### Cell sizes after repair

Scale: 4 px per um.
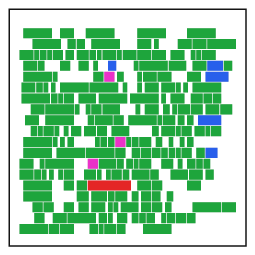
### Signal metal coverage by tile

Scale: 6 px per um. The die is cut into 12 by 12 equal tiles; dark purple is low, yellow is high, scaled to the fullest tile. Values are wire area over tile area, all layers added.
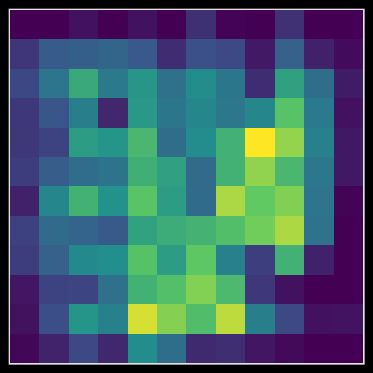
### PDN straps and rails

Scale: 8 px per um. Pins as bars on the die edge.
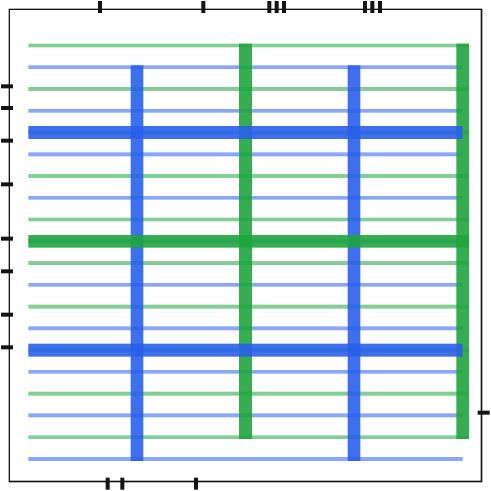
### Placement view

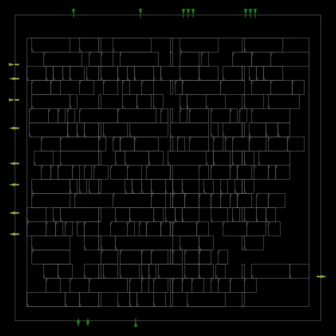
`src/rtl/booth_multiplier_m2.sv`:
```
// Radix-4 Booth multiplier for 4-bit signed operands producing an 8-bit signed product.
// Two recoding iterations per operation; the result is held in DONE until start drops.
module booth_multiplier_m2 (
    input  logic       clock,
    input  logic       reset,
    input  logic       start,
    input  logic [3:0] A,
    input  logic [3:0] B,
    output logic [7:0] P,
    output logic       ready
);

    typedef enum logic [1:0] {
        StIdle = 2'd0,
        StCalc = 2'd1,
        StDone = 2'd2
    } state_e;

    state_e      state_q, state_d;
    logic [7:0]  mcand_q, mcand_d;
    logic [3:0]  mplier_q, mplier_d;
    logic [7:0]  acc_q, acc_d;
    logic        cnt_q, cnt_d;
    logic [7:0]  p_q, p_d;
    logic        ready_q, ready_d;

    logic [2:0]  triplet;
    logic [7:0]  pp;
    logic [7:0]  pp_shifted;
    logic [7:0]  sum;

    function automatic logic [7:0] booth_pp(input logic [2:0] trip, input logic [7:0] m);
        logic [7:0] r;
        r = 8'h00;
        case (trip)
            3'b000, 3'b111: r = 8'h00;
            3'b001, 3'b010: r = m;
            3'b011:         r = {m[6:0], 1'b0};
            3'b100:         r = ~{m[6:0], 1'b0} + 8'd1;
            3'b101, 3'b110: r = ~m + 8'd1;
            default:        r = 8'h00;
        endcase
        return r;
    endfunction

    always_comb begin
        state_d  = state_q;
        mcand_d  = mcand_q;
        mplier_d = mplier_q;
        acc_d    = acc_q;
        cnt_d    = cnt_q;
        p_d      = p_q;
        ready_d  = ready_q;

        // Iteration 0 uses the implicit B[-1] = 0.
        triplet    = cnt_q ? mplier_q[3:1] : {mplier_q[1:0], 1'b0};
        pp         = booth_pp(triplet, mcand_q);
        pp_shifted = cnt_q ? {pp[5:0], 2'b00} : pp;
        sum        = acc_q + pp_shifted;

        case (state_q)
            StIdle: begin
                ready_d = 1'b0;
                if (start) begin
                    mcand_d  = {{4{A[3]}}, A};
                    mplier_d = B;
                    acc_d    = 8'h00;
                    cnt_d    = 1'b0;
                    state_d  = StCalc;
                end
            end
            StCalc: begin
                acc_d = sum;
                cnt_d = 1'b1;
                if (cnt_q) begin
                    p_d     = sum;
                    ready_d = 1'b1;
                    state_d = StDone;
                end
            end
            StDone: begin
                if (!start) begin
                    ready_d = 1'b0;
                    state_d = StIdle;
                end
            end
            default: begin
                ready_d = 1'b0;
                state_d = StIdle;
            end
        endcase
    end

    always_ff @(posedge clock) begin
        if (reset) begin
            state_q  <= StIdle;
            mcand_q  <= 8'h00;
            mplier_q <= 4'h0;
            acc_q    <= 8'h00;
            cnt_q    <= 1'b0;
            p_q      <= 8'h00;
            ready_q  <= 1'b0;
        end else begin
            state_q  <= state_d;
            mcand_q  <= mcand_d;
            mplier_q <= mplier_d;
            acc_q    <= acc_d;
            cnt_q    <= cnt_d;
            p_q      <= p_d;
            ready_q  <= ready_d;
        end
    end

    assign P     = p_q;
    assign ready = ready_q;

endmodule

```
`config.mk`:
```
export PLATFORM = sky130hd
export DESIGN_NAME = booth_multiplier_m2
export DESIGN_NICKNAME = d
export VERILOG_FILES = /design/src/rtl/booth_multiplier_m2.sv
export SDC_FILE = /design/constraint.sdc
export NUM_CORES = 1
export LEC_CHECK = 0
export CORE_MARGIN = 2
export CORE_UTILIZATION = 60
export DETAILED_ROUTE_END_ITERATION = 8
export MAX_ROUTING_LAYER = met4
export PLACE_DENSITY_LB_ADDON = 0.1
export SYNTH_ARGS = -nofsm -noshare
export SYNTH_HDL_FRONTEND = slang
export SYNTH_SLANG_ARGS = --single-unit
```
`constraint.sdc`:
```
create_clock -name clock -period 6.8 [get_ports clock]
set_input_delay 0.68 -clock clock [delete_from_list [all_inputs] [get_ports clock]]
set_output_delay 0.68 -clock clock [all_outputs]
set_load 0.005 [all_outputs]
```
==> job_summary.md <==
## Implementation flow summary

| Metric | Value |
|---|---|
| Status | `finished, final reports clean` |
| Startpoint types | `flip-flop` |
| Met1 WL | `1864 um` |
| XOR Share, Synth | `0.02843` |
| Register bit total from synthesis | `28` |
| DR iter-0 viols | `around 140` |
| Ports | `20` |
| Post-route DRC | `0` |
| Most common cell in the netlist | `dfxtp_1` |
| Min Tclk post-route | `approximately 3400 ps` |
| Drt first pass iters | `5` |
| FMAX | `a little under 300 MHz` |
| Maxcap violations | `0` |
| Logic pwr share | `0.187` |
| Drt wl/cell | `16.48 um` |
| Design Area, Final | `between 2000 and 2500 um^2` |
| Multiplexer share of the synthesized area | `0.04438` |
| Final period utilization | `0.4972` |
| Layout area overhead | `12.00%` |
| Root Buffer | `clkbuf_4` |
| P_sw | `between 100 and 150 uW` |
| Final slew viol count | `0` |
| Synth Warn # | `0` |
| Placed insts | `~260` |
| Critical-path top delay cell | `dfxtp_1` |
| Leading area contributor after synthesis | `dfxtp_1` |
| Post-CTS Setup Inserts | `0` |
| ANT nets after route | `0` |
| Reg-to-Reg End | `P[6]$_SDFFE_PP0P_` |
| Largest net degree at the start of global routing | `35` |
| Fp_density | `0.6432` |
| Port bufs | `19` |
| Total grt overflow | `0` |
| Bufs on Longest Clock Path | `2` |
| CP cell instances | `xor2_2, a32o_2, a222oi_1, nor2_1, fa_1, a21o_1, a21oi_1, nor2_1, a311oi_1, o31ai_1` |
| Adder share | `0.07351` |
| CTS tree | `built` |
| RR Startpoint | `mplier_q[1]$_SDFFE_PP0P_` |
| CTS resizes | `0` |
| Seq share, synth | `0.3107` |
| Switching Fraction | `0.2788` |
## Picture notes: 'Cell sizes after repair'
legend:
  magenta:
    size: drive 3 to 4
    cells: 3
  red:
    size: drive 6 and up
    cells: 1
  green:
    size: drive 1 or less
    cells: 219
  blue:
    size: drive 2
    cells: 5

## Picture notes: 'Signal metal coverage by tile'
emptiest ninth of the die: south-east
fullest tile: 0.56
mean over tiles: 0.20
nearly empty tiles: 11%
tiles over half the peak: 29%

## Picture notes: 'PDN straps and rails'
legend:
  green:
    net: VDD
  blue:
    net: VSS
met4 straps: 4
met1 rails: 20
Max VDD drop: 0.1530 mV
Die Y: 58.84 um
core area: 2805 um^2

## Picture notes: 'Placement view'
Layout fillers: 222
flop count: 28
tap cells: 31
Seq/total area: 0.2774
final std cells w/o fill: 259

Power is estimated from default activity; no workload was simulated.
